==> config.mk <==
export PLATFORM = sky130hd
export DESIGN_NAME = rx_word_framer_flat
export DESIGN_NICKNAME = d
export VERILOG_FILES = /design/src/rtl/rx_pkg.sv /design/src/rtl/rx_word_framer_if.sv /design/src/rtl/rx_bit_shifter.sv /design/src/rtl/rx_word_framer.sv /design/src/flat_wrapper.sv
export SDC_FILE = /design/constraint.sdc
export NUM_CORES = 1
export LEC_CHECK = 0
export CAP_MARGIN = 20
export CORE_MARGIN = 4
export CORE_UTILIZATION = 50
export CTS_BUF_LIST = sky130_fd_sc_hd__clkbuf_16
export DETAILED_ROUTE_END_ITERATION = 12
export PLACE_DENSITY = 0.69
export REMOVE_ABC_BUFFERS = 1
export SLEW_MARGIN = 20
export SYNTH_ARGS = -nofsm -noshare
export SYNTH_HDL_FRONTEND = slang
export SYNTH_SLANG_ARGS = --single-unit
==> constraint.sdc <==
create_clock -name clk -period 11.25 [get_ports clk]
set_input_delay 2.25 -clock clk [delete_from_list [all_inputs] [get_ports clk]]
set_output_delay 2.25 -clock clk [all_outputs]
set_load 0.005 [all_outputs]
==> src/rtl/rx_pkg.sv <==
// Shared definitions for the receive word framer: FSM encoding and default
// frame constants.
package rx_pkg;

  typedef enum logic [1:0] {
    ST_HUNT   = 2'd0,
    ST_VERIFY = 2'd1,
    ST_LOCKED = 2'd2
  } rx_state_e;

  localparam logic [7:0] DEF_SYNC_WORD  = 8'hBC;
  localparam int         DEF_FRAME_LEN  = 4;
  localparam int         BITS_PER_CYCLE = 3;

endpackage

==> src/rtl/rx_word_framer_if.sv <==
// Bit-in / word-out bundle of the framer. The master side feeds recovered
// bits and receives words; the slave side is the framer itself.
interface rx_word_framer_if #(
  parameter int WORD_W = 8
);

  logic [2:0]        bits_in;
  logic [1:0]        bits_cnt;
  logic [WORD_W-1:0] word_out;
  logic              word_valid;
  logic              frame_start;
  logic              locked;

  modport master (
    output bits_in, bits_cnt,
    input  word_out, word_valid, frame_start, locked
  );

  modport slave (
    input  bits_in, bits_cnt,
    output word_out, word_valid, frame_start, locked
  );

endinterface

==> src/rtl/rx_bit_shifter.sv <==
// Shifts up to three new bits into the sliding window and flags, for each
// bit position, whether the window after that bit equals the sync pattern.
module rx_bit_shifter
  import rx_pkg::*;
#(
  parameter int                WORD_W    = 8,
  parameter logic [WORD_W-1:0] SYNC_WORD = WORD_W'(DEF_SYNC_WORD)
) (
  input  logic [WORD_W-1:0]      window,
  input  logic [2:0]             bits_in,
  output logic [2:0][WORD_W-1:0] win,
  output logic [2:0]             match
);

  logic [WORD_W-1:0] win0_s;
  logic [WORD_W-1:0] win1_s;
  logic [WORD_W-1:0] win2_s;

  assign win0_s = {window[WORD_W-2:0], bits_in[0]};
  assign win1_s = {win0_s[WORD_W-2:0], bits_in[1]};
  assign win2_s = {win1_s[WORD_W-2:0], bits_in[2]};

  assign win   = {win2_s, win1_s, win0_s};
  assign match = {(win2_s == SYNC_WORD), (win1_s == SYNC_WORD), (win0_s == SYNC_WORD)};

endmodule

==> src/rtl/rx_word_framer.sv <==
// Frame synchroniser: hunts for the sync word in a 0..3 bit/cycle stream,
// verifies it over consecutive frames, then emits payload words while locked.
module rx_word_framer
  import rx_pkg::*;
#(
  parameter int                WORD_W     = 8,
  parameter logic [WORD_W-1:0] SYNC_WORD  = WORD_W'(DEF_SYNC_WORD),
  parameter int                FRAME_LEN  = DEF_FRAME_LEN,
  parameter int                VERIFY_CNT = 2,
  parameter int                MISS_MAX   = 2
) (
  input logic             clk,
  input logic             reset,
  rx_word_framer_if.slave bus
);

  localparam int CNT_W  = $clog2(WORD_W);
  localparam int IDX_W  = (FRAME_LEN > 1) ? $clog2(FRAME_LEN) : 1;
  localparam int HIT_W  = (VERIFY_CNT > 1) ? $clog2(VERIFY_CNT + 1) : 1;
  localparam int MISS_W = (MISS_MAX > 1) ? $clog2(MISS_MAX + 1) : 1;

  localparam logic [CNT_W-1:0]  CNT_LAST  = CNT_W'(WORD_W - 1);
  localparam logic [IDX_W-1:0]  IDX_LAST  = IDX_W'(FRAME_LEN - 1);
  localparam logic [IDX_W-1:0]  IDX_FIRST = (FRAME_LEN > 1) ? IDX_W'(1) : IDX_W'(0);
  localparam logic [HIT_W-1:0]  HIT_LAST  = HIT_W'(VERIFY_CNT - 1);
  localparam logic [MISS_W-1:0] MISS_LAST = MISS_W'(MISS_MAX - 1);

  // A word must span more than one cycle's worth of bits so that at most one completes per cycle.
  if (WORD_W < 4) begin : g_word_w_check
    $error("rx_word_framer: WORD_W must be at least 4");
  end

  rx_state_e         state_r;
  logic [WORD_W-1:0] window_r;
  logic [CNT_W-1:0]  cnt_r;
  logic [IDX_W-1:0]  idx_r;
  logic [HIT_W-1:0]  hit_r;
  logic [MISS_W-1:0] miss_r;
  logic [WORD_W-1:0] word_out_r;
  logic              word_valid_r;
  logic              frame_start_r;
  logic              locked_r;

  logic [2:0][WORD_W-1:0] win_s;
  logic [2:0]             match_s;

  rx_state_e         state_s;
  logic [WORD_W-1:0] window_s;
  logic [CNT_W-1:0]  cnt_s;
  logic [IDX_W-1:0]  idx_s;
  logic [HIT_W-1:0]  hit_s;
  logic [MISS_W-1:0] miss_s;
  logic [WORD_W-1:0] cap_s;
  logic              emit_s;
  logic              first_s;

  rx_bit_shifter #(
    .WORD_W    (WORD_W),
    .SYNC_WORD (SYNC_WORD)
  ) u_shifter (
    .window  (window_r),
    .bits_in (bus.bits_in),
    .win     (win_s),
    .match   (match_s)
  );

  // Window after the last bit actually consumed this cycle.
  always_comb begin
    window_s = window_r;
    case (bus.bits_cnt)
      2'd0:    window_s = window_r;
      2'd1:    window_s = win_s[0];
      2'd2:    window_s = win_s[1];
      2'd3:    window_s = win_s[2];
      default: window_s = window_r;
    endcase
  end

  // Walk the consumed bits in arrival order, advancing the framing state per bit.
  always_comb begin
    state_s = state_r;
    cnt_s   = cnt_r;
    idx_s   = idx_r;
    hit_s   = hit_r;
    miss_s  = miss_r;
    cap_s   = word_out_r;
    emit_s  = 1'b0;
    first_s = 1'b0;
    for (int i = 0; i < BITS_PER_CYCLE; i++) begin
      if (2'(i) < bus.bits_cnt) begin
        case (state_s)
          ST_HUNT: begin
            if (match_s[i]) begin
              cnt_s   = '0;
              idx_s   = IDX_FIRST;
              hit_s   = HIT_W'(1);
              miss_s  = '0;
              state_s = (VERIFY_CNT <= 1) ? ST_LOCKED : ST_VERIFY;
            end else begin
              state_s = ST_HUNT;
            end
          end
          ST_VERIFY, ST_LOCKED: begin
            if (cnt_s == CNT_LAST) begin
              cnt_s = '0;
              if (idx_s == '0) begin
                if (match_s[i]) begin
                  if (state_s == ST_VERIFY) begin
                    if (hit_s == HIT_LAST) begin
                      state_s = ST_LOCKED;
                      miss_s  = '0;
                    end else begin
                      hit_s = hit_s + HIT_W'(1);
                    end
                  end else begin
                    miss_s = '0;
                  end
                end else if (state_s == ST_VERIFY || miss_s == MISS_LAST) begin
                  state_s = ST_HUNT;
                  hit_s   = '0;
                  miss_s  = '0;
                end else begin
                  miss_s = miss_s + MISS_W'(1);
                end
              end else if (state_s == ST_LOCKED) begin
                emit_s  = 1'b1;
                cap_s   = win_s[i];
                first_s = (idx_s == IDX_FIRST);
              end else begin
                emit_s = 1'b0;
              end
              idx_s = (idx_s == IDX_LAST) ? IDX_W'(0) : idx_s + IDX_W'(1);
            end else begin
              cnt_s = cnt_s + CNT_W'(1);
            end
          end
          default: begin
            state_s = ST_HUNT;
          end
        endcase
      end else begin
        emit_s = emit_s;
      end
    end
  end

  // State and registered outputs; reset discards the bits presented in its cycle.
  always_ff @(posedge clk) begin
    if (reset) begin
      state_r       <= ST_HUNT;
      window_r      <= '0;
      cnt_r         <= '0;
      idx_r         <= '0;
      hit_r         <= '0;
      miss_r        <= '0;
      word_out_r    <= '0;
      word_valid_r  <= 1'b0;
      frame_start_r <= 1'b0;
      locked_r      <= 1'b0;
    end else begin
      state_r       <= state_s;
      window_r      <= window_s;
      cnt_r         <= cnt_s;
      idx_r         <= idx_s;
      hit_r         <= hit_s;
      miss_r        <= miss_s;
      word_valid_r  <= emit_s;
      frame_start_r <= emit_s & first_s;
      locked_r      <= (state_s == ST_LOCKED);
      if (emit_s) begin
        word_out_r <= cap_s;
      end
    end
  end

  assign bus.word_out    = word_out_r;
  assign bus.word_valid  = word_valid_r;
  assign bus.frame_start = frame_start_r;
  assign bus.locked      = locked_r;

endmodule

==> src/flat_wrapper.sv <==
// flat-port wrapper written by rule: the top's interface ports become plain ports
module rx_word_framer_flat import rx_pkg::*;
#(
  parameter int                WORD_W     = 8,
  parameter logic [WORD_W-1:0] SYNC_WORD  = WORD_W'(DEF_SYNC_WORD),
  parameter int                FRAME_LEN  = DEF_FRAME_LEN,
  parameter int                VERIFY_CNT = 2,
  parameter int                MISS_MAX   = 2
)
  (clk, reset, bus_bits_in, bus_bits_cnt, bus_word_out, bus_word_valid, bus_frame_start, bus_locked);
  rx_word_framer_if #(.WORD_W(WORD_W)) bus_i ();
  input logic clk;
  input logic reset;
  input wire logic [$bits(bus_i.bits_in)-1:0] bus_bits_in;
  input wire logic [$bits(bus_i.bits_cnt)-1:0] bus_bits_cnt;
  output wire logic [$bits(bus_i.word_out)-1:0] bus_word_out;
  output wire logic [$bits(bus_i.word_valid)-1:0] bus_word_valid;
  output wire logic [$bits(bus_i.frame_start)-1:0] bus_frame_start;
  output wire logic [$bits(bus_i.locked)-1:0] bus_locked;
  assign bus_i.bits_in = bus_bits_in;
  assign bus_i.bits_cnt = bus_bits_cnt;
  assign bus_word_out = bus_i.word_out;
  assign bus_word_valid = bus_i.word_valid;
  assign bus_frame_start = bus_i.frame_start;
  assign bus_locked = bus_i.locked;
  rx_word_framer #(.WORD_W(WORD_W), .SYNC_WORD(SYNC_WORD), .FRAME_LEN(FRAME_LEN), .VERIFY_CNT(VERIFY_CNT), .MISS_MAX(MISS_MAX)) u_core (.clk(clk), .reset(reset), .bus(bus_i));
endmodule
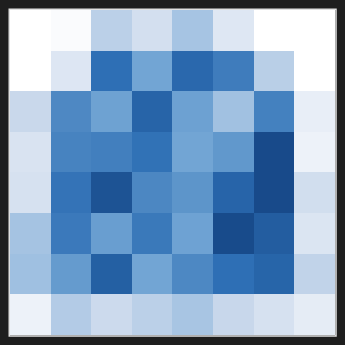
**Above:** cell area per tile.
(4 px per um) The die is cut into 8 by 8 equal tiles; white is low, dark blue is high, 0 to 100% covered.
densest ninth of the die: center
fullest tile: 89%
nearly empty tiles: 7.8%
mean over tiles: 45%
tiles over 75% full: 16%
Placeable Area: 5170 um^2
starting density of the core: 0.520
final core area utilization: 0.588

==> run notes <==
The layout was made with Yosys and OpenROAD.

The run finished with clean final reports. The inserted tap cell count is 70. The initial antenna violation count came to 0.

Per the STA report, the cell with the highest stage delay on the worst path is sky130_fd_sc_hd__clkdlybuf4s50_1. The count of library flops with an enable pin is 0. The number of buffers inserted for hold repair after clock tree synthesis is 0.

The internal reg-to-reg setup slack is 6.10 ns. The remaining antenna violation count after routing is 0. The largest clock skew in the final design is 0.00288 ns. The final max-slew violation count recorded for this run is 0.

The synthesis report lists the Yosys warning total as 0. The detailed placer reported the number of placed instances as 387. The worst hold path begins at u_core.bus.word_out[5]. Buffers placed on the I/O ports in this run total 17.

Setup repair after global routing left no endpoint under its margin. For met3 alone, demand over resource in global routing was 0.0333. For this run, combinational gates with multiple inputs come to 250. Summed over all layers, the routed wires come to 6910 um. The number of detailed-route iterations in the first pass is 4. After synthesis, the share of cell area in mux cells is 0.0945. The area after detailed placement is 2870 um^2. For reference, the top logic cell family by area is AND-OR/OR-AND gates. Logged for this run, the post-placement worst setup slack is 3.85 ns.

There are 29 flip-flops and latches. The H-tree was split into 2 levels. The top cell type in the final layout, fill and taps aside, is sky130_fd_sc_hd__nand2_1.

The critical-path maximum fanout is 18. The worst hold path was traced through 2 stages. The count of buffers not belonging to the clock network in the layout is 18.

After synthesis, the cell types taking the most area are sky130_fd_sc_hd__dfxtp_1, sky130_fd_sc_hd__ha_1, sky130_fd_sc_hd__mux4_1. The highest metal layer carrying signal wires in the routed design is met4. The post-route total power is 292 uW. The buffer levels on the longest clock path is 2. The kind of start point of the critical path is an input port.

Pin placement for this block handled 18 I/O pins. After synthesis, the most frequently instantiated cells are sky130_fd_sc_hd__nand2_1, sky130_fd_sc_hd__dfxtp_1, sky130_fd_sc_hd__ha_1. The chip width is 81.3 um. OpenROAD emitted warnings numbering 38. The storage element area is 581 um^2. For reference, the critical path cell chain is clkdlybuf4s50_1 -> o21ai_2 -> or2_1 -> or4_4 -> mux2i_4 -> ha_1 -> nor2_1 -> o31ai_1 -> or2_1 -> nor2_1 -> a21oi_1 -> inv_1 -> ha_1 -> nand2_1 -> nor3_1 -> a21oi_1 -> o221ai_1 -> a311oi_1. Once layout is complete, the cells apart from fillers number 395.

The fraction of layout cells with a size suffix above 1 is 0.111. Leaving out fill and tap cells, the most frequent cells in the layout are sky130_fd_sc_hd__nand2_1, sky130_fd_sc_hd__dfxtp_1, sky130_fd_sc_hd__ha_1. met2 is the most crowded layer. The layout overhead on the synthesized area is 13.1%. The startpoint of the worst-slack reg-to-reg timing path is u_core.state_r[0]. TritonCTS built the clock tree. Per the layout area report, the combinational gate area comes to 1950 um^2. Of all the cell area in the finished design, non-clock buffers hold 0.0584.
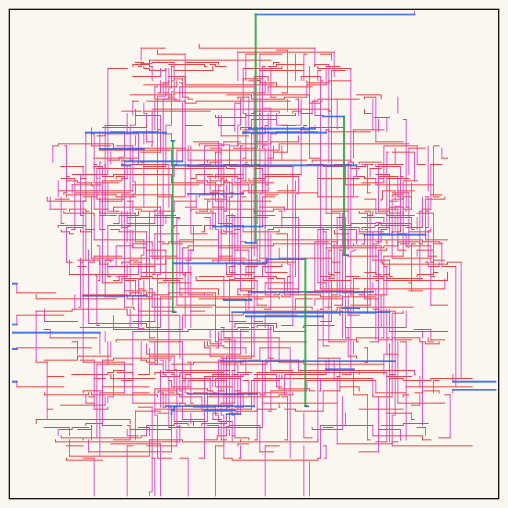
**Above:** wiring by layer.
(6 px per um)
legend:
  magenta:
    layer: metal 2
    wire_length: 3030 um
  red:
    layer: metal 1
    wire_length: 3420 um
  green:
    layer: metal 4
    wire_length: 114 um
  blue:
    layer: metal 3
    wire_length: 349 um

cells by family after synthesis:
logic type | after synthesis
and+or+nand+nor | 116
AOI/OAI and AO/OA | 93
buffers and inverters | 31
DFF | 29
adders and majority gates | 28
muxes | 13
power breakdown:
part	switching [uW]	internal (uW)	total [uW]
logic	16.3	15.0	31.3
registers	4.54	105	109
clock network	48.0	103	151
worst max-delay path by stage:
| stage | to | slack [ns] |
|---|---|---|
| after detailed placement | u_core.bus.word_out[3] | 3.85 |
| after CTS | u_core.bus.word_out[3] | 4.03 |
| after global placement | u_core.bus.word_out[3] | 3.90 |
| after global routing | u_core.bus.frame_start | 3.56 |
| after floorplan | u_core.bus.word_out[0] | 5.38 |
| final | u_core.bus.word_out[3] | 4.02 |
No activity file was given, so power comes from the tool's default toggle rates.
